[src/rtl/mem_arbiter.sv]
// Shares the main-memory port between the I-cache refill path and the D-cache refill/write-back path.
// Optional ARB_RR_EN: contested requests alternate D/I instead of fixed D > I priority.
module mem_arbiter #(
  parameter int unsigned LINE_WORDS  = 4,
  parameter int unsigned MEM_LATENCY = 5,
  parameter int unsigned AW          = 32
) (
  input  logic                          clk,
  input  logic                          reset,
  input  logic                          i_req,
  input  logic [AW-1:0]                 i_addr,
  input  logic                          d_req,
  input  logic                          d_we,
  input  logic [AW-1:0]                 d_addr,
  input  logic [31:0]                   d_wdata,
  output logic                          i_gnt,
  output logic                          d_gnt,
  output logic                          beat_valid,
  output logic [$clog2(LINE_WORDS)-1:0] beat_idx,
  output logic [31:0]                   rdata,
  output logic                          i_done,
  output logic                          d_done,
  output logic                          mem_en,
  output logic                          mem_we,
  output logic [AW-1:0]                 mem_addr,
  output logic [31:0]                   mem_wdata,
  input  logic [31:0]                   mem_rdata,
  output logic                          mem_ready
);

  localparam int unsigned   BW        = $clog2(LINE_WORDS);
  localparam int unsigned   OW        = BW + 2;
  localparam logic [BW-1:0] LAST_BEAT = BW'(LINE_WORDS - 1);
  localparam logic [4:0]    LAT_LAST  = 5'(MEM_LATENCY - 1);

  typedef enum logic [1:0] {S_IDLE, S_WAIT, S_BURST, S_DONE} state_e;

  state_e        state_q, state_d;
  logic          own_d_q, own_d_d;
  logic          we_q, we_d;
  logic [AW-1:OW] base_q, base_d;
  logic [4:0]    lat_q, lat_d;
  logic [BW:0]   cnt_q, cnt_d;
  logic          rpend_q, rvalid_q;
  logic [BW-1:0] ridx_q, rvidx_q;
  logic [31:0]   rdata_q;
  logic          pick_d;
  logic          unused_addr_bits;

`ifdef ARB_RR_EN
  logic pri_i_q, pri_i_d, cont_q, cont_d;
  assign pick_d = d_req & ~(i_req & pri_i_q);
`else
  assign pick_d = d_req;
`endif

  assign unused_addr_bits = ^{i_addr[OW-1:0], d_addr[OW-1:0]};

  // cnt_q has one extra bit so a read burst can stop issuing while waiting for its last return
  assign mem_en     = (state_q == S_BURST) & ~cnt_q[BW];
  assign mem_we     = mem_en & we_q;
  assign mem_addr   = mem_en ? {base_q, cnt_q[BW-1:0], 2'b00} : '0;
  assign mem_wdata  = mem_we ? d_wdata : '0;
  assign beat_valid = we_q ? mem_we : rvalid_q;
  assign beat_idx   = ~beat_valid ? '0 : (we_q ? cnt_q[BW-1:0] : rvidx_q);
  assign rdata      = rdata_q;
  assign i_gnt      = (state_q != S_IDLE) & ~own_d_q;
  assign d_gnt      = (state_q != S_IDLE) & own_d_q;
  assign i_done     = (state_q == S_DONE) & ~own_d_q;
  assign d_done     = (state_q == S_DONE) & own_d_q;
  assign mem_ready  = ~reset | ((state_q == S_IDLE) & ~i_req & ~d_req);

  always_comb begin
    state_d = state_q;
    own_d_d = own_d_q;
    we_d    = we_q;
    base_d  = base_q;
    lat_d   = lat_q;
    cnt_d   = cnt_q;
`ifdef ARB_RR_EN
    pri_i_d = pri_i_q;
    cont_d  = cont_q;
`endif
    case (state_q)
      S_IDLE: if (i_req | d_req) begin
        state_d = S_WAIT;
        own_d_d = pick_d;
        we_d    = pick_d & d_we;
        base_d  = pick_d ? d_addr[AW-1:OW] : i_addr[AW-1:OW];
        lat_d   = '0;
        cnt_d   = '0;
`ifdef ARB_RR_EN
        cont_d  = i_req & d_req;
`endif
      end
      S_WAIT: begin
        if (lat_q == LAT_LAST) begin
          state_d = S_BURST;
          lat_d   = '0;
        end else begin
          lat_d = lat_q + 5'd1;
        end
      end
      S_BURST: begin
        if (mem_en) cnt_d = cnt_q + 1'b1;
        if (we_q ? (mem_en && cnt_q[BW-1:0] == LAST_BEAT) : (rvalid_q && rvidx_q == LAST_BEAT))
          state_d = S_DONE;
      end
      S_DONE: begin
        state_d = S_IDLE;
`ifdef ARB_RR_EN
        if (cont_q) pri_i_d = ~pri_i_q;
`endif
      end
    endcase
  end

  always_ff @(posedge clk or negedge reset) begin
    if (!reset) begin
      state_q  <= S_IDLE;
      own_d_q  <= 1'b0;
      we_q     <= 1'b0;
      base_q   <= '0;
      lat_q    <= '0;
      cnt_q    <= '0;
      rpend_q  <= 1'b0;
      ridx_q   <= '0;
      rvalid_q <= 1'b0;
      rvidx_q  <= '0;
      rdata_q  <= '0;
`ifdef ARB_RR_EN
      pri_i_q  <= 1'b0;
      cont_q   <= 1'b0;
`endif
    end else begin
      state_q  <= state_d;
      own_d_q  <= own_d_d;
      we_q     <= we_d;
      base_q   <= base_d;
      lat_q    <= lat_d;
      cnt_q    <= cnt_d;
      // read beat: memory answers the cycle after mem_en, then rdata is registered
      rpend_q  <= mem_en & ~we_q;
      ridx_q   <= cnt_q[BW-1:0];
      rvalid_q <= rpend_q;
      rvidx_q  <= ridx_q;
      if (rpend_q) rdata_q <= mem_rdata;
`ifdef ARB_RR_EN
      pri_i_q  <= pri_i_d;
      cont_q   <= cont_d;
`endif
    end
  end

endmodule

[config.mk]
export PLATFORM = sky130hd
export DESIGN_NAME = mem_arbiter
export DESIGN_NICKNAME = d
export VERILOG_FILES = /design/src/rtl/mem_arbiter.sv
export SDC_FILE = /design/constraint.sdc
export NUM_CORES = 1
export LEC_CHECK = 0
export CAP_MARGIN = 20
export CORE_UTILIZATION = 37
export DETAILED_ROUTE_END_ITERATION = 16
export PLACE_DENSITY_LB_ADDON = 0.3
export SLEW_MARGIN = 20
export SYNTH_ARGS = -nofsm -noshare
export SYNTH_HDL_FRONTEND = slang
export SYNTH_SLANG_ARGS = --single-unit
[constraint.sdc]
create_clock -name clk -period 2 [get_ports clk]
set_input_delay 0.2 -clock clk [delete_from_list [all_inputs] [get_ports clk]]
set_output_delay 0.2 -clock clk [all_outputs]
set_load 0.01 [all_outputs]
==> flow_metrics.py, run 1 <==
# Physical implementation metrics
metrics = {
    "setup_path": {
        "worstSetupStartpoint": "state_q[0]",
        "cp_max_fo": 8,
        "r2r_start": "state_q[1]",
        "crit_path_end_kind": "primary output",
        "crit_slowest_cell": "dfrtp_1",
        "critPathBufInv": 5,
        "ff2ff_path_depth": 6,
        "r2r_slack_ps": 190,
        "crit_type": "reg2out",
        "critical_path_depth": 8,
        "start_kind": "flip-flop",
        "cpMostUsedCell": "buf_6",
        "cp_slowest_stage_delay_ps": 390,
        "cp_cell_sequence": "inv_2 -> ha_4 -> nor2b_4 -> buf_6 -> buf_6 -> buf_6 -> and3_4 -> buf_6",
        "crit_end": "mem_wdata[11]",
    },
    "routing": {
        "detail_route.first_pass.iterations": 4,
        "wl_per_cell_microns": 16.0,
        "wirelength_mm": 11.6,
        "wl_met2_mm": 6.00,
        "wl_met3_microns": 789,
        "met1Wirelength_mm": 4.59,
        "via_count": 3537,
        "highest_layer": "met4",
        "via_per_inst": 4.86,
        "drc": 0,
    },
    "yosys": {
        "ys_chip_area_sq_um": 3830,
        "xor_share_pct": 0,
        "area_leaders": "dfrtp_1 51%, mux2_2 8.8%, mux2i_1 7.3%, and3_1 5.6%, and2_1 5.2%",
        "ys_dominant_reg_cell": "dfrtp_1",
        "synth-edff-count": 0,
        "netlist_instances": 355,
        "postSynthAreaPerCell_sq_um": 10.8,
        "synth_flops": 78,
        "mux_area_share_pct": 17.0,
        "synth.distinct_cells": 34,
        "top_cells_by_count": "78 x dfrtp_1, 42 x nand2_1, 34 x and3_1",
        "yosys.area_share.aoi_pct": 7.28,
        "simple_gate_share_pct": 18.2,
        "async_reset_ff_share_pct": 100,
        "ys_cells": 355,
        "logic_family": "simple AND/OR/NAND/NOR gates",
        "yosysWarnings": 0,
    },
    "clock_network": {
        "holdBufCountCts": 0,
        "cts_tree": "built",
        "clock_sinks": 78,
        "cts_max_path_buffers": 2,
        "numCtsBuffers": 9,
        "ctsResizeCount": 225,
    },
    "power": {
        "total_power_w": 0.00848,
        "p_int_w": 0.00542,
        "leakage_nw": 3.11,
        "p_sw_w": 0.00306,
        "p_comb_w": 0.00455,
        "pg_seq_w": 0.00279,
        "swShare_pct": 36.1,
        "powerDensity_nw_per_um2": 1300,
        "combPwrFrac_pct": 53.6,
        "seq_power_share_pct": 32.9,
    },
    "sta": {
        "slew_headroom_pct": 36.3,
        "finalClockPeriodUsage_pct": 99.0,
        "setup_viol": 0,
        "hold-worst-slack_ps": 115,
        "setup_tns_ps": 0,
        "layout_min_cycle_time_ps": 1980,
        "rsz0062_at_grt": "yes",
        "fmax_mhz": 505,
        "worst_pin_slew_ps": 955,
    },
    "grt": {
        "gr-usage-met3_pct": 5.60,
        "groute.layer.met2.usage_pct": 37.9,
        "grt_pass1_wl_mm": 18.4,
        "antenna_found_initial": 0,
        "busiest_layer": "met2",
        "track_usage_pct": 21.7,
        "grt_use_met1_pct": 24.9,
    },
    "cells_and_area": {
        "final_common_cell": "clkdlybuf4s50_1",
        "drive_gt1_share_pct": 27.7,
        "final_layout_top_logic_cells": "154 x clkdlybuf4s50_1, 77 x dfrtp_1, 42 x nand2_1",
        "final_nets": 732,
        "antenna_cells": 0,
        "final_cells": 728,
    },
    "status": {
        "outcome": "complete, no violations",
    },
    "place": {
        "port_buffers": 228,
        "place_ws_ps": -0.568,
        "dp_cells": 703,
        "gp_congestion": 0.846,
        "placed_area_sq_um": 6290,
    },
    "min_path": {
        "hold_path.class": "in2async",
    },
    "floorplan": {
        "die_w_microns": 104,
        "die_h_microns": 104,
        "core_region_area_sq_um": 9910,
    },
    "flow_run": {
        "maxCapViolations": 0,
        "warning_count": 41,
    },
}
[run 1: flip-flops by register name (all words and copies together) (netlist names)]
signal	count
rdata	32
base_q	28
lat_q	5
cnt_q	3
ridx_q	2
rvidx_q	2
state_q	2
own_d_q	1
rpend_q	1
rvalid_q	1
we_q	1
[run 1: how the worst min path moves through the flow]
stage	to	from	cells after the start	slack, ps
after global routing	rdata[9]	reset	2	200
after global placement	rvidx_q[1]	ridx_q[1]	0	330
after CTS	rdata[10]	reset	2	130
final	rdata[5]	reset	2	120
after floorplan	base_q[10]	reset	0	-100
after detailed placement	rvidx_q[1]	ridx_q[1]	0	340
[run 1: layout make-up]
class                   count  area, sq um
clock buffers              10          128
clock inverters             5         58.8
fillers                   784         3380
inverters                   4         15.0
multi-input cells         246         1860
flip-flops and latches     78         1950
well taps                 133          166
repair buffers            252         2350
==> run_1/clk_routes.png <==
The bar under the picture is 20 microns long.
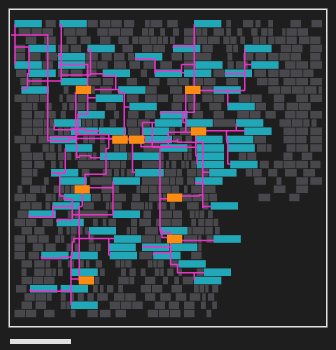
Key: flip-flops = cyan [count 78]; clock wires = magenta [length 960 microns]; clock drivers = orange [count 9]
There are 10 routed clock nets.
Clk power: 0.00115 W
Layout Skew: 11.4 ps
clock share of power: 13.5%
clk latency late pin: 350 ps

==> run_1/flops_by_reg.png <==
The bar under the picture is 20 microns long.
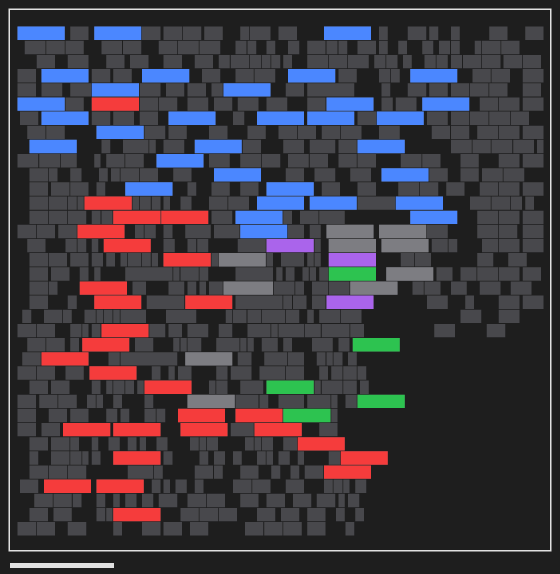
Key: base_q = red [flops 28]; cnt_q = purple [flops 3]; lat_q = green [flops 5]; rdata = blue [flops 32, where a band across the top]
register area: 1950 sq um
Final Util: 65.9%
sequential portion of the cell area: 29.9%

==> run_1/sizes.png <==
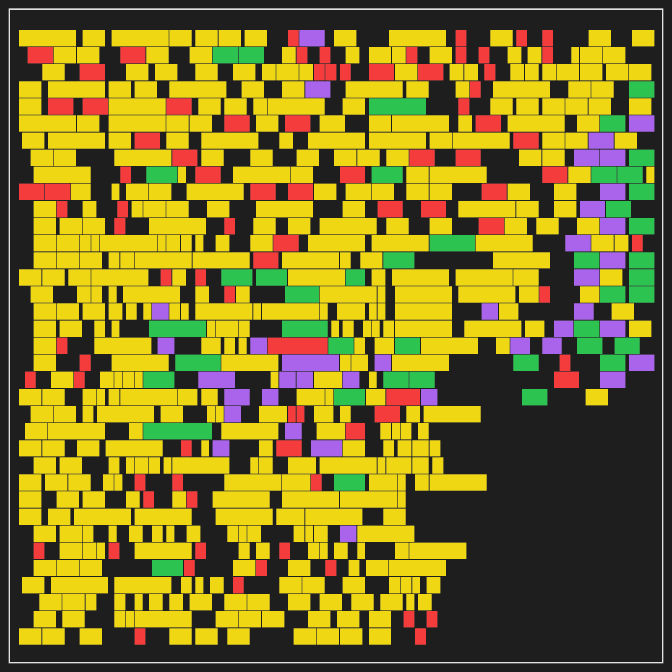
Key: _3 and _4 cells = purple [cells 37]; _2 cells = red [cells 86]; _6 and larger = green [cells 42]; _0 and _1 cells = yellow [cells 430]
Plain + repair buffers: 252
Area Growth Syn to Fin: 70.3%
post-route cell area: 6530 sq um
setup ws final: 20.1 ps

==> run_1/metal_density.png <==
The die is cut into 21 by 21 equal tiles; dark blue is low, red is high, scaled to the fullest tile. Values are wire area over tile area, all layers added.
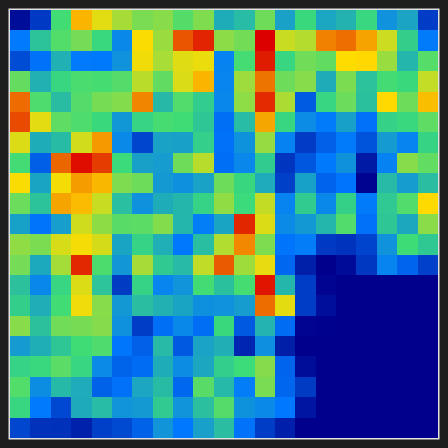

==> run 1 -> run 2 <==
==> constraint.sdc (replaced) <==
create_clock -name clk -period 2 [get_ports clk]
set_input_delay 0.5 -clock clk [delete_from_list [all_inputs] [get_ports clk]]
set_output_delay 0.5 -clock clk [all_outputs]
set_load 0.01 [all_outputs]
==> run_2/metal_density.png <==
The die is cut into 21 by 21 equal tiles; dark blue is low, red is high, scaled to the fullest tile. Values are wire area over tile area, all layers added.
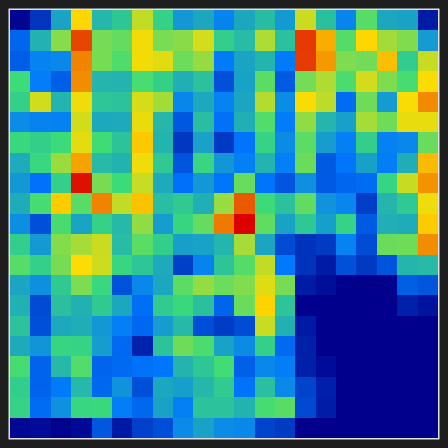
The mean over all tiles is 0.18. The fullest tile reaches 0.48. 28% of the tiles are over half the peak. 10% of the tiles are nearly empty. The emptiest ninth of the die: bottom right. The densest ninth of the die: top right.
DR WL/cell: 16.3 microns
Total GRT Usage: 22.7%
DR vias: 3,600

==> flow_metrics.py, run 2 <==
# Physical implementation metrics
metrics = {
    "status": {
        "outcome": "complete, but fails checks",
        "violations": "negative setup slack",
    },
    "setup_path": {
        "cpMostUsedCell": "buf_6",
        "crit_slowest_cell": "dfrtp_1",
        "critical_path_depth": 8,
        "ff2ff_path_depth": 7,
        "critPathBufInv": 5,
        "cp_max_fo": 7,
        "cp_cell_sequence": "inv_2 -> ha_4 -> nor2b_4 -> buf_6 -> buf_6 -> buf_16 -> and3_4 -> buf_6",
        "crit_type": "reg2out",
        "crit_path_end_kind": "primary output",
        "cp_slowest_stage_delay_ps": 390,
    },
    "sta": {
        "setup_ws_ps": -259,
        "setup_tns_ps": -12740,
        "finalClockPeriodUsage_pct": 113,
        "fmax_mhz": 443,
        "layout_min_cycle_time_ps": 2260,
        "setup_viol": 71,
        "clock_skew_ps": 11.1,
    },
    "cells_and_area": {
        "buf_share_pct": 38.0,
        "fin_util_pct": 70.1,
        "final_layout_top_logic_cells": "154 x clkdlybuf4s50_1, 78 x dfrtp_1, 62 x buf_6",
        "seq_area_sq_um": 1950,
        "largest_reg_flops": 32,
        "antenna_cells": 0,
        "final_nets": 747,
        "drive_gt1_share_pct": 35.2,
        "final_area_sq_um": 6940,
        "final_cells": 744,
        "comb_cells": 246,
        "inverters": 4,
        "final_common_cell": "clkdlybuf4s50_1",
        "seq_share_pct": 28.1,
        "logic_area_sq_um": 1960,
        "top_area_cell_class": "non-clock buffers",
    },
    "grt": {
        "gr-usage-met3_pct": 5.29,
        "grt_use_met1_pct": 26.1,
        "groute.layer.met2.usage_pct": 39.6,
    },
    "flow_run": {
        "warning_count": 41,
        "maxCapViolations": 0,
    },
    "yosys": {
        "simple_gate_share_pct": 18.2,
        "ys_dominant_reg_cell": "dfrtp_1",
        "mux_area_share_pct": 17.0,
        "area_leaders": "dfrtp_1 51%, mux2_2 8.8%, mux2i_1 7.3%, and3_1 5.6%, and2_1 5.2%",
        "yosys.area_share.aoi_pct": 7.28,
        "postSynthAreaPerCell_sq_um": 10.8,
        "synth-edff-count": 0,
        "ys_cells": 355,
        "synth_flops": 78,
        "top_cells_by_count": "78 x dfrtp_1, 42 x nand2_1, 34 x and3_1",
        "netlist_instances": 355,
    },
    "floorplan": {
        "n_tap_cell": 133,
        "core_region_area_sq_um": 9910,
    },
    "power": {
        "p_int_w": 0.00597,
        "p_clk_w": 0.00121,
        "p_sw_w": 0.00332,
        "p_comb_w": 0.00531,
        "seq_power_share_pct": 29.7,
        "swShare_pct": 35.7,
        "total_power_w": 0.00928,
        "leakage_nw": 3.21,
        "pwr-share-clk_pct": 13.1,
        "pg_seq_w": 0.00276,
        "combPwrFrac_pct": 57.2,
    },
    "clock_network": {
        "clkLatencyLatePin_ps": 350,
        "holdBufCountCts": 0,
        "cts_tree": "built",
        "numCtsBuffers": 9,
        "clock_sinks": 78,
    },
    "routing": {
        "via_per_inst": 4.84,
        "drc": 0,
        "wl_met2_mm": 6.20,
        "met1Wirelength_mm": 4.83,
        "highest_layer": "met4",
        "wirelength_mm": 12.1,
    },
    "place": {
        "gp_congestion": 0.820,
        "dp_cells": 707,
        "placed_area_sq_um": 6310,
    },
    "min_path": {
        "holdPathStages": 0,
    },
}
==> run_2/sizes.png <==
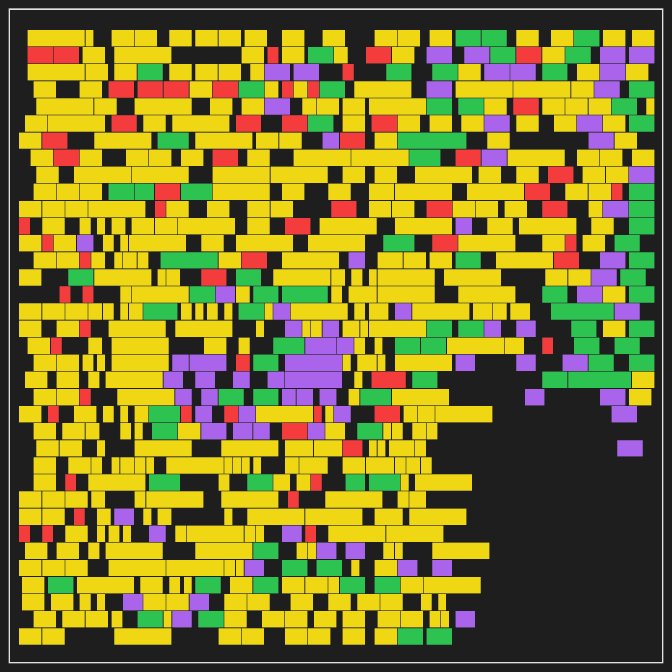
Key: _2 cells = red [cells 61]; _6 and larger = green [cells 80]; _3 and _4 cells = purple [cells 74]; _0 and _1 cells = yellow [cells 396]

run 2: cell types whose count changed in the layout (fill, tap and decap cells not counted), moves of 13 or more:
cell,delta
and2_4,+14
buf_2,-13
buf_6,+37
and2_1,-14
run 2: path summary, 6_finish.rpt:
path                             from  slack, ps            end
max                        state_q[0]       -260  mem_wdata[12]
min                         ridx_q[0]        340     rvidx_q[0]
max reg2reg                state_q[1]         90     state_q[1]
min reg2reg                 ridx_q[0]        340     rvidx_q[0]
max in group asynchronous       reset        980       lat_q[2]
min in group asynchronous       reset        400     base_q[23]
run 2: worst reg2reg max path, delay by kind of cell (launching register included):
family	cells	cell delay, ps
flip-flops	1	430
AND/OR/NAND/NOR	2	490
adder cells (fa/ha/maj)	1	140
multiplexers	1	350
buffers and inverters	3	410
Power is estimated from default activity; no workload was simulated.
